<file path="config.mk">
export PLATFORM = sky130hd
export DESIGN_NAME = coef_rom_arbiter
export DESIGN_NICKNAME = d
export VERILOG_FILES = /design/src/rtl/coef_rom_arbiter_pkg.sv /design/src/rtl/coef_rom_arbiter_rr_grant.sv /design/src/rtl/coef_rom_arbiter.sv
export SDC_FILE = /design/constraint.sdc
export NUM_CORES = 1
export LEC_CHECK = 0
export CORE_MARGIN = 2
export CORE_UTILIZATION = 30
export CTS_CLUSTER_DIAMETER = 200
export DETAILED_ROUTE_END_ITERATION = 16
export GPL_TIMING_DRIVEN = 0
export PLACE_DENSITY_LB_ADDON = 0.25
export SYNTH_ARGS = -nofsm -noshare
export SYNTH_HDL_FRONTEND = slang
export SYNTH_SLANG_ARGS = --single-unit
</file>
<file path="constraint.sdc">
create_clock -name clk -period 6.46 [get_ports clk]
set_clock_uncertainty 0.1 [all_clocks]
set_input_delay 0.646 -clock clk [delete_from_list [all_inputs] [get_ports clk]]
set_output_delay 0.646 -clock clk [all_outputs]
set_load 0.01 [all_outputs]
</file>
<file path="src/rtl/coef_rom_arbiter_pkg.sv">
// Shared types and helpers for the coefficient ROM arbiter.
// Tag layout and round-robin pick sized for up to eight requesters.
package coef_rom_arb_pkg;

    localparam int ROM_LATENCY_MAX = 2;
    localparam int REQ_MAX         = 8;
    localparam int ID_W            = 3;

    typedef struct packed {
        logic            valid;
        logic [ID_W-1:0] id;
    } tag_t;

    typedef enum logic {
        B_IDLE,
        B_LOCK
    } burst_state_t;

    // First set bit of valid at or after ptr, wrapping at n; one-hot result.
    function automatic logic [REQ_MAX-1:0] rr_pick(
        input logic [REQ_MAX-1:0] valid,
        input logic [ID_W-1:0]    ptr,
        input int                 n
    );
        logic [REQ_MAX-1:0] grant;
        logic               found;
        logic [ID_W-1:0]    idx;
        grant = '0;
        found = 1'b0;
        for (int k = 0; k < REQ_MAX; k++) begin
            idx = ID_W'((int'(ptr) + k) % n);
            if (k < n && !found && valid[idx]) begin
                grant[idx] = 1'b1;
                found      = 1'b1;
            end
        end
        return grant;
    endfunction

endpackage

</file>
<file path="src/rtl/coef_rom_arbiter_rr_grant.sv">
// Combinational round-robin picker: one-hot grant from a request mask,
// searching upward from the pointer and wrapping.
module rr_grant
    import coef_rom_arb_pkg::*;
#(
    parameter int N = 4
) (
    input  logic [N-1:0]         i_mask,
    input  logic [$clog2(N)-1:0] i_ptr,
    output logic [N-1:0]         o_grant
);

    logic [REQ_MAX-1:0] w_pick;

    assign w_pick  = rr_pick(REQ_MAX'(i_mask), ID_W'(i_ptr), N);
    assign o_grant = N'(w_pick);

endmodule

</file>
<file path="src/rtl/coef_rom_arbiter.sv">
// Round-robin sharing of one coefficient ROM with latency-matched response tags.
// Optional burst lock compiled in with COEF_ROM_ARB_BURST_EN.
module coef_rom_arbiter
    import coef_rom_arb_pkg::*;
#(
    parameter int REQ_NUM     = 4,
    parameter int DATA_WIDTH  = 16,
    parameter int ADR_WIDTH   = 8,
    parameter int ROM_LATENCY = 2,
    parameter int BURST_MAX   = 8
) (
    input  logic                         clk,
    input  logic                         reset,
    input  logic [REQ_NUM-1:0]           req_valid,
    input  logic [REQ_NUM*ADR_WIDTH-1:0] req_adr,
    output logic [REQ_NUM-1:0]           req_ready,
    output logic [ADR_WIDTH-1:0]         rom_adr,
    input  logic [DATA_WIDTH-1:0]        rom_q,
    output logic [REQ_NUM-1:0]           rsp_valid,
    output logic [DATA_WIDTH-1:0]        rsp_data
);

    localparam int IW = $clog2(REQ_NUM);

    if (REQ_NUM < 2 || REQ_NUM > REQ_MAX ||
        ROM_LATENCY < 1 || ROM_LATENCY > ROM_LATENCY_MAX ||
        BURST_MAX < 1 || BURST_MAX > 256) begin : g_bad_cfg
        $error("coef_rom_arbiter: parameter out of range");
    end

    logic [IW-1:0]        r_rr_ptr;
    logic [REQ_NUM-1:0]   w_rr_grant;
    logic [REQ_NUM-1:0]   w_grant;
    logic [IW-1:0]        w_gid;
    logic [IW-1:0]        w_ptr_nxt;
    logic                 w_xfer;
    logic [ADR_WIDTH-1:0] r_adr;
    logic [ADR_WIDTH-1:0] w_adr;
    tag_t                 r_tag [ROM_LATENCY];
    tag_t                 w_tag_out;

    rr_grant #(.N(REQ_NUM)) u_rr_grant (
        .i_mask  (req_valid),
        .i_ptr   (r_rr_ptr),
        .o_grant (w_rr_grant)
    );

`ifdef COEF_ROM_ARB_BURST_EN
    localparam int CW = $clog2(BURST_MAX + 1);

    burst_state_t r_state;
    burst_state_t w_state_nxt;
    logic [CW-1:0] r_cnt;
    logic [CW-1:0] w_cnt_nxt;
    logic [IW-1:0] r_owner;
    logic [IW-1:0] w_owner_nxt;
    logic          w_hold;

    assign w_hold = (r_state == B_LOCK) && req_valid[r_owner]
                    && (r_cnt < CW'(BURST_MAX));
    assign w_grant = w_hold ? (REQ_NUM'(1) << r_owner) : w_rr_grant;

    always_ff @(posedge clk) begin
        if (reset) begin
            r_state <= B_IDLE;
            r_cnt   <= '0;
            r_owner <= '0;
        end else begin
            r_state <= w_state_nxt;
            r_cnt   <= w_cnt_nxt;
            r_owner <= w_owner_nxt;
        end
    end

    // A round-robin transfer on lock exit immediately opens a new burst.
    always_comb begin
        w_state_nxt = r_state;
        w_cnt_nxt   = r_cnt;
        w_owner_nxt = r_owner;
        case (r_state)
            B_IDLE: begin
                if (w_xfer) begin
                    w_state_nxt = B_LOCK;
                    w_cnt_nxt   = CW'(1);
                    w_owner_nxt = w_gid;
                end
            end
            B_LOCK: begin
                if (w_hold) begin
                    w_cnt_nxt = r_cnt + CW'(1);
                end else if (w_xfer) begin
                    w_cnt_nxt   = CW'(1);
                    w_owner_nxt = w_gid;
                end else begin
                    w_state_nxt = B_IDLE;
                    w_cnt_nxt   = '0;
                end
            end
            default: begin
                w_state_nxt = B_IDLE;
                w_cnt_nxt   = '0;
            end
        endcase
    end
`else
    assign w_grant = w_rr_grant;
`endif

    assign req_ready = w_grant;
    assign w_xfer    = |w_grant;

    always_comb begin
        w_gid = '0;
        w_adr = r_adr;
        for (int i = 0; i < REQ_NUM; i++) begin
            if (w_grant[i]) begin
                w_gid = IW'(i);
                w_adr = req_adr[i*ADR_WIDTH +: ADR_WIDTH];
            end
        end
    end

    assign w_ptr_nxt = (w_gid == IW'(REQ_NUM - 1)) ? '0 : w_gid + IW'(1);
    assign rom_adr   = w_adr;

    always_ff @(posedge clk) begin
        if (reset) begin
            r_rr_ptr <= '0;
            r_adr    <= '0;
        end else begin
            r_adr <= w_adr;
            if (w_xfer) begin
                r_rr_ptr <= w_ptr_nxt;
            end
        end
    end

    always_ff @(posedge clk) begin
        if (reset) begin
            for (int s = 0; s < ROM_LATENCY; s++) begin
                r_tag[s] <= '0;
            end
        end else begin
            r_tag[0] <= '{valid: w_xfer, id: ID_W'(w_gid)};
            for (int s = 1; s < ROM_LATENCY; s++) begin
                r_tag[s] <= r_tag[s-1];
            end
        end
    end

    assign w_tag_out = r_tag[ROM_LATENCY-1];

    // Gated by reset so a read landing in the reset cycle is dropped too.
    always_comb begin
        rsp_valid = '0;
        for (int i = 0; i < REQ_NUM; i++) begin
            rsp_valid[i] = w_tag_out.valid && !reset
                           && (w_tag_out.id == ID_W'(i));
        end
    end

    assign rsp_data = rom_q;

endmodule

</file>
congestion.png
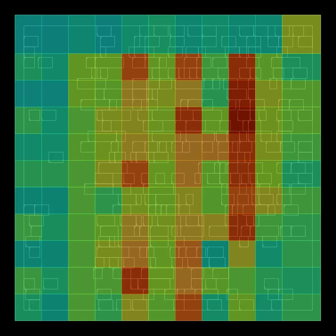
Total Routing Usage GR: 16.4%
GR Layer Usage met1: 21.4%
routed len/inst: 14.2 um
busiest metal layer after global routing: met2
fin util: 46.1%

layer_met3.png
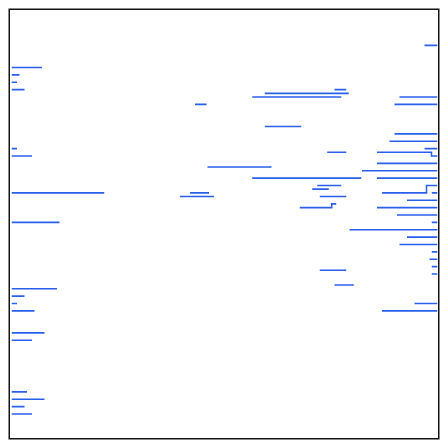
wire length on this layer = 350 um
nets with wire on the layer = 59
main direction = horizontal
longest straight run = 19.8 um
share of all routed wire = 7.1%

==> flow_summary.yaml <==
# generated from flow reports
detailed_routing:
  drcViolationCount: 0
  ant_nets: 0
  dr_wl_met3_um: 349
  totalWireLength_um: 4940
  route.met2.wl_um: 2360
  highest_layer: "met3"
cells_and_area:
  regMostFlops: "r_adr"
  drive_gt1_share_pct: 18.8
  lay_top_cells: "69 x clkdlybuf4s50_1, 19 x buf_4, 16 x a41oi_1, 16 x dfxtp_1"
  reg_top3: "r_adr: 8 flops, r_tag: 6 flops, r_rr_ptr: 2 flops"
  regArea_um2: 320
  antenna_cells: 0
  buf_share_pct: 35.6
  ff_count: 16
  layout_top_cell: "clkdlybuf4s50_1"
  largest_reg_flops: 8
  clock_area_share_pct: 2.18
  area_growth_pct: 49.6
  buffers: 98
  dominant_cells: "multi-input combinational cells"
  final_nets: 338
  nNonClkInverters: 10
  seq_share_pct: 12.7
  final_cell_area_um2: 2520
  clockBufferCount: 4
  fin_cells: 349
critical_path:
  cp.required_ns: 5.71
  reg2reg_to: "r_adr[4]$_SDFF_PP0_"
  path_depth: 9
  ff2ff_path_depth: 11
  crit_path_end: "rom_adr[4]"
  rrSetupSlack_ns: 3.09
  start_kind: "primary input"
  cpPeakStageDelay_ns: 0.91
  crit_fanout: 10
  cp.arrival_ns: 3.98
  path_cells: "clkdlybuf4s50_1 -> nand2b_1 -> or4_1 -> a31oi_1 -> nor2_2 -> buf_2 -> nand3_1 -> a41oi_1 -> clkdlybuf4s50_1"
  path_buffers: 3
pwr:
  finalPower_mw: 1.11
  p_per_area_nw_per_um2: 440
  peakVddDrop_mv: 0.142
  swShare_pct: 44.3
  maxPowerGroup: "combinational cells"
  p_int_mw: 0.619
  power.switching_mw: 0.492
  p_leak_nw: 0.955
  p_clk_share_pct: 8.0
  power_frac_seq_pct: 13.5
place:
  place_area_um2: 2470
  post-place-ws_ns: 1.70
  hpwl_um: 3770
sta:
  whs_ns: 0.343
  hold_violations: 0
  drv_slew: 0
  rsz0062_at_grt: "false"
  tightest_slew_ns: 1.26
  setup_ws_ns: 1.73
  period_used_pct: 73.2
  min_period_ns: 4.73
synthesis:
  ys_sh_mux_pct: 8.02
  syn-instance-count: 204
  yosysUniqueCellTypes: 49
  edf_count: 0
  synth_area_um2: 1690
  fp_nets: 264
  ys_sh_simple_pct: 24.2
  yosys_register_bits: 16
  ys_area_um2: 1690
  ys_sh_aoi_pct: 29.8
  ys_sh_xor_pct: 0
  yosysCellCount: 204
  ff_type: "dfxtp_1"
  syn_avg_cell_area_um2: 8.26
  largest_area_cell: "dfxtp_1"
  postSynthSeqShare_pct: 19.0
  common_cells: "19 x buf_4, 16 x a41oi_1, 16 x dfxtp_1"
  yosysTopAreaCellShare_pct: 19.0
  logic_family: "AND-OR/OR-AND gates"
die:
  die_y_um: 79.0
  fp_util_pct: 30.8
  ioPinCount: 86
  nWellTaps: 72
  die_w_um: 79.0
  floorplan.rows: 27
min_path:
  min_path_cells: 1
  holdCritPathClass: "reg -> reg"
run:
  cap_violations: 0
  warnings: 31
cts:
  clk_pin_slew_ns: 0.06
  cts_tree: "done"
  clockBufferDepth: 2
  cts_root_buf: "clkbuf_8"
  hold_buffers: 0
  insertion_delay_ns: 0.24
global_route:
  grt_pass1_wl_um: 8320
  grt_max_degree: 11
  gr-usage-met2_pct: 28.4
  use_met3_pct: 3.41
  gr-total-overflow: 0
run_status:
  status: "completed"
No activity file was given, so power comes from the tool's default toggle rates.
